Figure 1. Clock wires, drivers and flops (run 1).
(4 px per µm)
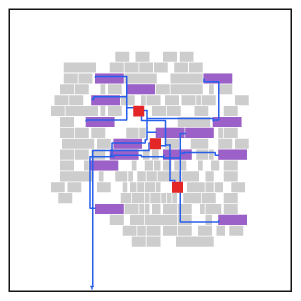
Figure 2. Placement by cell class (run 1).
(4 px per µm)
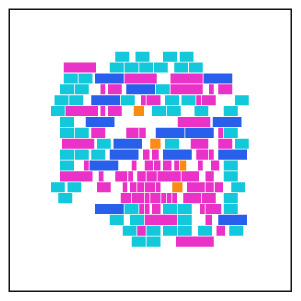
Figure 3. Register map, names as in the netlist (run 1).
(4 px per µm) Other sequential cells in the stronger grey, the rest of the logic in the fainter grey.
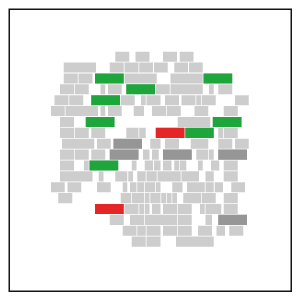
Figure 4. Placement view (run 1).
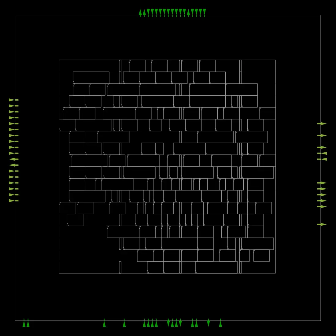
[config.mk]
export PLATFORM = sky130hd
export DESIGN_NAME = mux_n_1_stream
export DESIGN_NICKNAME = d
export VERILOG_FILES = /design/src/rtl/mux_n_1_stream_pkg.sv /design/src/rtl/mux_n_1_stream_rr_arbiter.sv /design/src/rtl/mux_n_1_stream.sv
export SDC_FILE = /design/constraint.sdc
export NUM_CORES = 1
export LEC_CHECK = 0
export CORE_MARGIN = 10
export CORE_UTILIZATION = 39
export DETAILED_ROUTE_END_ITERATION = 10
export GPL_TIMING_DRIVEN = 1
export PLACE_DENSITY = 0.91
export SLEW_MARGIN = 30
export SYNTH_ARGS = -nofsm -noshare
export SYNTH_HDL_FRONTEND = slang
export SYNTH_SLANG_ARGS = --single-unit
[constraint.sdc]
create_clock -name clk -period 5.4 [get_ports clk]
set_clock_uncertainty 0.2 [all_clocks]
set_input_delay 0.81 -clock clk [delete_from_list [all_inputs] [get_ports clk]]
set_output_delay 0.81 -clock clk [all_outputs]
set_load 0.01 [all_outputs]
[src/rtl/mux_n_1_stream_pkg.sv]
// mux_pkg: arbitration mode constants and FSM state encoding shared by stream muxes
package mux_pkg;
    localparam int MODE_RR    = 0;
    localparam int MODE_FIXED = 1;
    localparam int MODE_SEL   = 2;
    typedef enum logic {ST_IDLE = 1'b0, ST_LOCK = 1'b1} state_t;
endpackage

[src/rtl/mux_n_1_stream_rr_arbiter.sv]
// rr_arbiter: combinational channel picker (round-robin from base, fixed lowest-first, or direct select)
// ports: req - request vector; base - rr pointer or select value; mode - MODE_* constant;
//        found - a request was picked; idx - picked channel
module rr_arbiter
    import mux_pkg::*;
#(
    parameter int N  = 4,
    parameter int SW = $clog2(N)
) (
    input  logic [N-1:0]  req,
    input  logic [SW-1:0] base,
    input  logic [1:0]    mode,
    output logic          found,
    output logic [SW-1:0] idx
);
    logic [SW-1:0] start;
    logic [N-1:0]  rot;
    logic [SW:0]   sum;
    always_comb begin
        start = mode == 2'(MODE_RR) ? base : '0;
        rot   = N'({req, req} >> start);
        found = 1'b0;
        idx   = '0;
        sum   = '0;
        if (mode == 2'(MODE_SEL)) begin
            // base values >= N match no channel and therefore never request
            idx = base;
            for (int i = 0; i < N; i++)
                if (base == SW'(i)) found = req[i];
        end else begin
            // descending scan so the nearest set bit above start wins
            for (int i = N - 1; i >= 0; i--)
                if (rot[i]) begin
                    found = 1'b1;
                    sum   = {1'b0, start} + (SW+1)'(i);
                    idx   = sum >= (SW+1)'(N) ? SW'(sum - (SW+1)'(N)) : sum[SW-1:0];
                end
        end
    end
endmodule

[src/rtl/mux_n_1_stream.sv]
// mux_n_1_stream: N:1 valid/ready stream mux with packet locking and registered output
// ports: in_data/in_valid/in_last/in_ready - N producer channels; sel - channel select (MODE 2);
//        out_data/out_valid/out_last/out_ready - registered consumer side; grant - locked channel;
//        busy - packet locked; clk, rst_n - clock and synchronous active-low reset
module mux_n_1_stream
    import mux_pkg::*;
#(
    parameter int N    = 4,
    parameter int W    = 8,
    parameter int MODE = 0,
    parameter int SW   = $clog2(N)
) (
    input  logic            clk,
    input  logic            rst_n,
    input  logic [N*W-1:0]  in_data,
    input  logic [N-1:0]    in_valid,
    input  logic [N-1:0]    in_last,
    output logic [N-1:0]    in_ready,
    input  logic [SW-1:0]   sel,
    output logic [W-1:0]    out_data,
    output logic            out_valid,
    output logic            out_last,
    input  logic            out_ready,
    output logic [SW-1:0]   grant,
    output logic            busy
);
    state_t        state_q, state_d;
    logic [SW-1:0] grant_q, grant_d, rr_ptr_q, rr_ptr_d, idx;
    logic [W-1:0]  out_data_q, out_data_d;
    logic          out_valid_q, out_valid_d, out_last_q, out_last_d;
    logic          found, take, xfer;

    rr_arbiter #(.N(N), .SW(SW)) u_arb (
        .req   (in_valid),
        .base  (MODE == MODE_SEL ? sel : rr_ptr_q),
        .mode  (2'(MODE)),
        .found (found),
        .idx   (idx)
    );

    // output register can accept when empty or draining this cycle
    assign take     = !out_valid_q || out_ready;
    assign xfer     = state_q == ST_LOCK && in_valid[grant_q] && take;
    assign in_ready = state_q == ST_LOCK && take ? N'(1) << grant_q : '0;

    always_comb begin
        state_d     = state_q;
        grant_d     = grant_q;
        rr_ptr_d    = rr_ptr_q;
        out_data_d  = out_data_q;
        out_last_d  = out_last_q;
        out_valid_d = out_valid_q && !out_ready;
        if (state_q == ST_IDLE && found) begin
            state_d = ST_LOCK;
            grant_d = idx;
        end
        if (xfer) begin
            out_data_d  = in_data[grant_q*W +: W];
            out_last_d  = in_last[grant_q];
            out_valid_d = 1'b1;
            if (in_last[grant_q]) begin
                state_d  = ST_IDLE;
                rr_ptr_d = MODE == MODE_RR ? (grant_q == SW'(N-1) ? '0 : grant_q + 1'b1) : rr_ptr_q;
            end
        end
    end

    always_ff @(posedge clk) begin
        if (!rst_n) begin
            state_q     <= ST_IDLE;
            grant_q     <= '0;
            rr_ptr_q    <= '0;
            out_data_q  <= '0;
            out_last_q  <= 1'b0;
            out_valid_q <= 1'b0;
        end else begin
            state_q     <= state_d;
            grant_q     <= grant_d;
            rr_ptr_q    <= rr_ptr_d;
            out_data_q  <= out_data_d;
            out_last_q  <= out_last_d;
            out_valid_q <= out_valid_d;
        end
    end

    assign out_data  = out_data_q;
    assign out_valid = out_valid_q;
    assign out_last  = out_last_q;
    assign grant     = grant_q;
    assign busy      = state_q == ST_LOCK;
endmodule

==> flow_summary.json, run 1 <==
{
  "max_stage_delay_ns": 0.54,
  "diodes": 0,
  "place_ws_ns": 2.17,
  "grt_remaining_overflow": 0,
  "ioPinCount": 62,
  "finalNetCount": 200,
  "slew_headroom_pct": 46.1,
  "tightestPinTransition_ns": 0.807,
  "via_per_inst": 5.24,
  "crit_family": "buffers and inverters",
  "status": "finished clean",
  "post_cts_resized": 0,
  "ys.flops": 15,
  "grt_pass1_wl_mm": 4.60,
  "port_buffers": 59,
  "antenna_found_initial": 0,
  "num_rows": 18,
  "ys_async_sr_fraction_pct": 0,
  "cp.depth": 4,
  "grt_setup_unrepaired": "no",
  "fmax_mhz": 311,
  "edf_count": 0,
  "lay_top_count": "clkdlybuf4s50_1",
  "hold_violations": 0,
  "setup_violations": 0,
  "total_power_mw": 0.296,
  "synth.distinct_cells": 29,
  "period_minus_slack_ns": 3.21,
  "peakVddDrop_v": 0.000125,
  "gp_congestion": 0.889,
  "wl_per_cell_um": 15.9,
  "vias": 943,
  "drc": 0,
  "topCellsByArea": "dfxtp_1 31%, mux4_2 21%, mux2i_1 8.2%",
  "maxSlewViolCount": 0,
  "grt_max_degree": 16,
  "wl_mm": 2.87,
  "netlist_instances": 93,
  "post_cts_buffers": 0,
  "pwr_density_cell_nw_per_um2": 185,
  "die-area_um2": 4920,
  "place_area_um2": 1570,
  "hold_ws_ns": 0.303,
  "hold_class": "reg -> reg",
  "reg2reg_depth": 4,
  "yosysChipArea_um2": 981,
  "area_growth_pct": 62.9,
  "tritoncts": "yes",
  "r2r_slack_ns": 3.01,
  "cp.required_ns": 4.39,
  "die_h_um": 70.2,
  "cap_violations": 0,
  "critical_path.max_fanout": 7,
  "die_x_um": 70.2,
  "grt_pass1_vias": 992,
  "layout-drive-gt1-share_pct": 12.7,
  "cts_buffers": 3,
  "cp-start-kind": "input pin",
  "endpoint_kind": "output pin",
  "worstSkewPairLatency_ns": 0.29,
  "holdBufCountCts": 0,
  "critPathArrivalTime_ns": 2.20,
  "tool_warnings": 31,
  "design_area_um2": 1600,
  "top_cell_area_share_pct": 30.6
}
About Figure 1:
[flip-flops] purple | count: 15
[clock wires] blue | length: 262 µm
[clock drivers] red | count: 3
routed clock nets: 4

About Figure 2:
| class | colour | cells |
|---|---|---|
| clock drivers and dummy loads | orange | 4 |
| flops | blue | 15 |
| other buffers and delay cells | cyan | 59 |
| combinational and other logic | magenta | 72 |

About Figure 3:
| signal | colour | placed flops |
|---|---|---|
| grant | red | 2 |
| out_data | green | 8 |
not coloured: 5

About Figure 4:
Non-Filler Instances: 180
fill count: 211
final core utilization: 65.7%

run 1: worst paths after layout:
| path | start | endpoint |
|---|---|---|
| worst min-delay path | rr_ptr_q[0] | rr_ptr_q[0] |
| worst min register to register | rr_ptr_q[0] | rr_ptr_q[0] |
| worst max register to register | grant[0] | out_data[7] |
| worst max-delay path | out_ready | in_ready[2] |
run 1: synth_stat cells, types with 3 or more instances:
master and count:
nand2_1 3, ha_1 4, inv_1 6, mux4_2 9, mux2i_1 8, nor2_1 13
dfxtp_1 15, a21oi_1 4, nand2b_1 3, and3_1 4
run 1: final cells by class:
cell class	instances	area (µm²)	share of cell area (%)
clock buffers	3	22.5	1.41
clock inverters	1	5.00	0.313
inverters	6	22.5	1.41
multi-input cells	66	619	38.8
flip-flops and latches	15	300	18.8
well taps	30	37.5	2.35
repair buffers	59	591	37.0
run 1: metal layers:
metal | vias up | part of all wire [%] | track usage [%]
met3 | 4 | 10 | 5.37
li1 | 454 | - | -
met4 | 0 | 1.5 | 5.26
met1 | 443 | 34 | 10.6
met5 | - | 0 | 0
met2 | 42 | 54 | 20.4
run 1: power breakdown:
part / internal, mW / switching [mW]
Clock: 0.0276 / 0.0414
Combinational: 0.0662 / 0.0316
Sequential: 0.118 / 0.0106
Total: 0.212 / 0.0837
run 1: cell families (layout without fill, tap and decap cells):
logic type | after synthesis | after routing | synth area share (%)
compound gates | 14 | 14 | 9.82
fa+ha+maj | 4 | 4 | 5.10
buf+inv | 12 | 69 | 6.25
flops | 15 | 15 | 30.6
mux | 18 | 18 | 31.5
simple gates | 30 | 30 | 16.7
run 1: registers in the layout (all words and copies together), names as in the netlist:
register and cells:
grant 2, out_valid 1, out_data 8, out_last 1, rr_ptr_q 2, busy 1
==> run 2, diff against run 1 <==
--- a/config.mk
+++ b/config.mk
@@ -6,10 +6,10 @@
 export NUM_CORES = 1
 export LEC_CHECK = 0
 export CORE_MARGIN = 10
-export CORE_UTILIZATION = 39
+export CORE_UTILIZATION = 33
 export DETAILED_ROUTE_END_ITERATION = 10
 export GPL_TIMING_DRIVEN = 1
-export PLACE_DENSITY = 0.91
+export PLACE_DENSITY = 0.82
 export SLEW_MARGIN = 30
 export SYNTH_ARGS = -nofsm -noshare
 export SYNTH_HDL_FRONTEND = slang
==> constraint.sdc (replaced) <==
create_clock -name clk -period 2.7 [get_ports clk]
set_clock_uncertainty 0.2 [all_clocks]
set_input_delay 0.405 -clock clk [delete_from_list [all_inputs] [get_ports clk]]
set_output_delay 0.405 -clock clk [all_outputs]
set_load 0.01 [all_outputs]
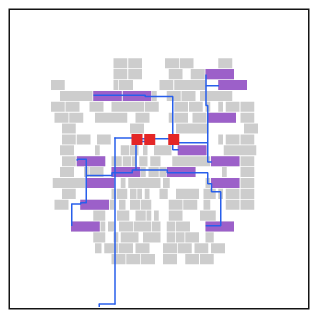
Figure 5: run 2, clock wires, drivers and flops.
(4 px per µm)
[flip-flops] purple | count: 15
[clock drivers] red | count: 3
[clock wires] blue | length: 215 µm
routed clock nets: 4

==> flow_summary.json, run 2 <==
{
  "final_cells": 184,
  "place_ws_ns": 0.273,
  "grt_setup_unrepaired": "no",
  "cp-start-kind": "flop",
  "worstSkewPairLatency_ns": 0.27,
  "wl_mm": 3.31,
  "pwr_density_cell_nw_per_um2": 364,
  "finalSetupTns_ns": 0,
  "die_h_um": 74.5,
  "total_power_mw": 0.590,
  "r2r_slack_ns": 0.69,
  "max_stage_delay_ns": 0.54,
  "topCellsByArea": "dfxtp_1 31%, mux4_2 21%, mux2i_1 8.2%",
  "ys.flops": 15,
  "maxSlewViolCount": 0,
  "lay_top_count": "clkdlybuf4s50_1",
  "common_cells": "15 x dfxtp_1, 13 x nor2_1, 9 x mux4_2, 8 x mux2i_1, 6 x inv_1",
  "diodes": 0,
  "synth.most_common_cell": "dfxtp_1",
  "logic_area_um2": 619,
  "period_minus_slack_ns": 2.44,
  "grt_pass1_wl_mm": 5.18,
  "yosysChipArea_um2": 981,
  "grt_pass1_vias": 1060,
  "tool_warnings": 31,
  "slew_headroom_pct": 70.1,
  "hold_class": "reg -> reg",
  "dp_hpwl_mm": 2.84,
  "wl_per_cell_um": 18.0,
  "finalNetCount": 203,
  "seqCellArea_um2": 300,
  "syn_nets": 142,
  "fillers": 279,
  "peakVddDrop_v": 0.000199,
  "critPathArrivalTime_ns": 1.84,
  "tightestPinTransition_ns": 0.445,
  "ys_async_sr_fraction_pct": 0,
  "post_cts_buffers": 0,
  "grt_remaining_overflow": 0,
  "critical_path.max_fanout": 7,
  "largest_reg_flops": 8,
  "setup_violations": 0,
  "die-area_um2": 5550,
  "drc": 0,
  "reg2reg_depth": 5,
  "ioPinCount": 62,
  "fmax_mhz": 409,
  "vias": 934,
  "grt_max_degree": 13,
  "post_cts_resized": 0,
  "holdBufCountCts": 0,
  "cts_buffers": 3,
  "cp.required_ns": 2.10,
  "tritoncts": "yes",
  "gp_congestion": 0.752,
  "top_cell_area_share_pct": 30.6,
  "cap_violations": 0,
  "port_buffers": 59,
  "edf_count": 0,
  "layout-drive-gt1-share_pct": 13.7,
  "hold_violations": 0,
  "die_x_um": 74.5,
  "status": "finished clean",
  "antenna_found_initial": 0,
  "synth.distinct_cells": 29
}
-- run 2: cell counts after synthesis --
No cell type changed its count.
-- run 2: path summary, 6_finish.rpt --
check | endpoint | startpoint
setup reg to reg | out_last | grant[0]
setup / recovery | in_ready[1] | grant[0]
hold reg to reg | out_last | out_last
hold / removal | out_last | out_last
-- run 2: cell type report --
class                   count  area share, %
clock buffers               4           1.62
repair buffers             62           37.8
well taps                  31           2.39
multi-input cells          66           38.2
inverters                   6           1.39
flip-flops and latches     15           18.5
-- run 2: critical path: cells and delay by family (launching register included) --
kind,cells,cell delay (ns)
AND/OR/NAND/NOR,1,0.14
flip-flops,1,0.49
adder cells (fa/ha/maj),1,0.17
buffers and inverters,2,0.77
-- run 2: cell families (layout without fill, tap and decap cells) --
kind of cell,count (synthesis),in the layout,synth area share [%]
and+or+nand+nor,30,30,16.7
muxes,18,18,31.5
DFF,15,15,30.6
AOI/OAI and AO/OA,14,14,9.82
buffers and inverters,12,72,6.25
adders and majority gates,4,4,5.10
-- run 2: routing by layer --
metal  GRT usage [%]  routed length, µm  share of wire (%)
met1            11.0               1110                 34
met2            23.9               1900                 58
met3            3.72                247                7.5
met4            4.62                 41                1.2
met5               0                  0                  0
-- run 2: power breakdown --
part / switching [mW] / internal [mW] / total [mW]
combinational: 0.0755 / 0.136 / 0.212
clock: 0.0694 / 0.0571 / 0.126
sequential: 0.0153 / 0.237 / 0.252
-- run 2: through the flow --
stage / instance area [µm²] / hold WS [ns] / utilization [%]
after detailed placement: 1590 / 0.292 / 56.8
after global placement: 1590 / 0.273 / 56.8
after global routing: 1620 / 0.332 / 57.8
final: 1620 / 0.313 / 57.8
after floorplan: 981 / 0.260 / -
after CTS: 1620 / 0.312 / 57.8
Figure 6. Nets reached from selected ports (run 2).
(6 px per µm)
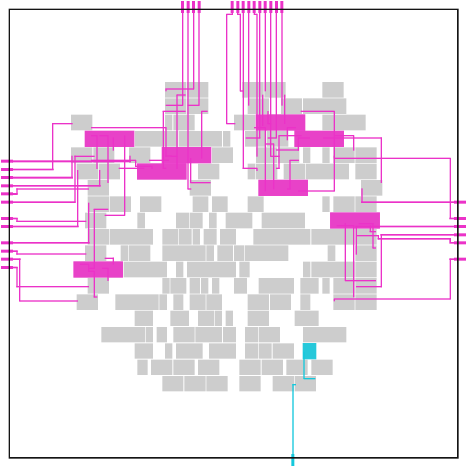

==> run 3, diff against run 2 <==
--- a/config.mk
+++ b/config.mk
@@ -9,7 +9,7 @@
 export CORE_UTILIZATION = 33
 export DETAILED_ROUTE_END_ITERATION = 10
 export GPL_TIMING_DRIVEN = 1
-export PLACE_DENSITY = 0.82
+export PLACE_DENSITY = 0.76
 export SLEW_MARGIN = 30
 export SYNTH_ARGS = -nofsm -noshare
 export SYNTH_HDL_FRONTEND = slang
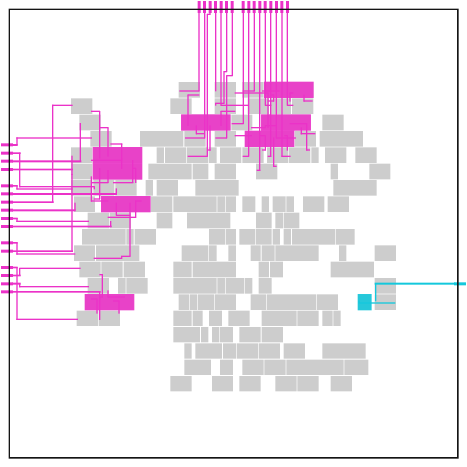
Figure 7: run 3, nets reached from selected ports.
(6 px per µm)
| port | colour | bits | direction | edge | end cells | wire |
|---|---|---|---|---|---|---|
| out_ready | cyan | 1 | input | right | 1 | 22.3 µm |
| in_data | magenta | 32 | input | 16 top, 16 left | 8 | 765 µm |

==> flow_summary.json, run 3 <==
{
  "critical_path.max_fanout": 7,
  "syn_nets": 142,
  "tritoncts": "yes",
  "diodes": 0,
  "hold_violations": 0,
  "design_area_um2": 1610,
  "swShare_pct": 27.2,
  "synth.distinct_cells": 29,
  "port_buffers": 59,
  "lay_top_count": "clkdlybuf4s50_1",
  "p_clk_share_pct": 22.2,
  "topCellsByArea": "dfxtp_1 31%, mux4_2 21%, mux2i_1 8.2%",
  "yosysChipArea_um2": 981,
  "grt_setup_unrepaired": "no",
  "antenna_found_initial": 0,
  "die_h_um": 74.5,
  "grt_max_degree": 13,
  "final_cells": 183,
  "r2r_slack_ns": 0.74,
  "netlist_instances": 93,
  "common_cells": "15 x dfxtp_1, 13 x nor2_1, 9 x mux4_2, 8 x mux2i_1, 6 x inv_1",
  "dp_hpwl_mm": 2.63,
  "wl_mm": 3.06,
  "cap_violations": 0,
  "vias": 928,
  "fmax_mhz": 409,
  "layout-drive-gt1-share_pct": 13.2,
  "grt_pass1_vias": 1021,
  "slew_headroom_pct": 69.0,
  "status": "finished clean",
  "grt_remaining_overflow": 0,
  "total_power_mw": 0.589,
  "period_minus_slack_ns": 2.45,
  "endpoint_kind": "output pin",
  "ys_async_sr_fraction_pct": 0,
  "place_ws_ns": 0.266,
  "cp-start-kind": "input pin",
  "p_comb_share_pct": 35.1,
  "min_from": "out_data[3]",
  "critPathArrivalTime_ns": 1.84,
  "post_cts_resized": 0,
  "top_cell_area_share_pct": 30.6,
  "pwr_density_cell_nw_per_um2": 365,
  "finalSetupTns_ns": 0
}
run 3: cell counts after synthesis:
Identical to the previous run, type by type.
run 3: kinds of logic after synthesis:
group                    share of synthesized area [%]
buffers and inverters                             6.25
multiplexers                                      31.5
adder cells (fa/ha/maj)                           5.10
AND-OR/OR-AND                                     9.82
flip-flops                                        30.6
AND/OR/NAND/NOR                                   16.7
run 3: how the worst max path moves through the flow:
| stage | start | endpoint | slack, ns | depth (start not counted) |
|---|---|---|---|---|
| 6_report | out_ready | in_ready[0] | 0.25 | 4 |
| 4_1_cts | out_ready | in_ready[0] | 0.25 | 4 |
| 5_1_grt | grant[0] | in_ready[0] | 0.20 | 4 |
| 3_5_place_dp | out_ready | in_ready[0] | 0.27 | 4 |
| 3_3_place_gp | out_ready | in_ready[2] | 0.29 | 4 |
| 2_1_floorplan | grant[0] | in_ready[0] | 0.86 | 4 |
run 3: routing by layer:
layer	track usage, %	wire [µm]	vias to the layer above
li1	-	-	461
met1	10.6	1040	430
met2	21.2	1740	35
met3	5.19	276	2
met4	2.10	8	0
met5	0	0	-
run 3: cell type report:
type / count / area [µm²]
flip-flops and latches: 15 / 300
repair buffers: 61 / 606
fillers: 240 / 1190
inverters: 6 / 22.5
multi-input cells: 66 / 619
well taps: 31 / 38.8
clock buffers: 4 / 26.3
run 3: worst max-delay path, stage by stage:
cell,delay [ns]
clkdlybuf4s50_1,0.45
nand2b_1,0.24
and3_1,0.20
clkdlybuf4s50_1,0.55
run 3: power groups by stage:
stage | Clock, mW | Sequential [mW] | Combinational [mW]
6_report | 0.131 | 0.252 | 0.207
5_1_grt | 0.144 | 0.255 | 0.225
4_1_cts | 0.133 | 0.252 | 0.210
3_5_place_dp | 0 | 0.257 | 0.210
3_3_place_gp | 0 | 0.256 | 0.204
2_1_floorplan | 0 | 0.259 | 0.0964
Power figures rest on the tool's default switching activity, not on a simulated workload.
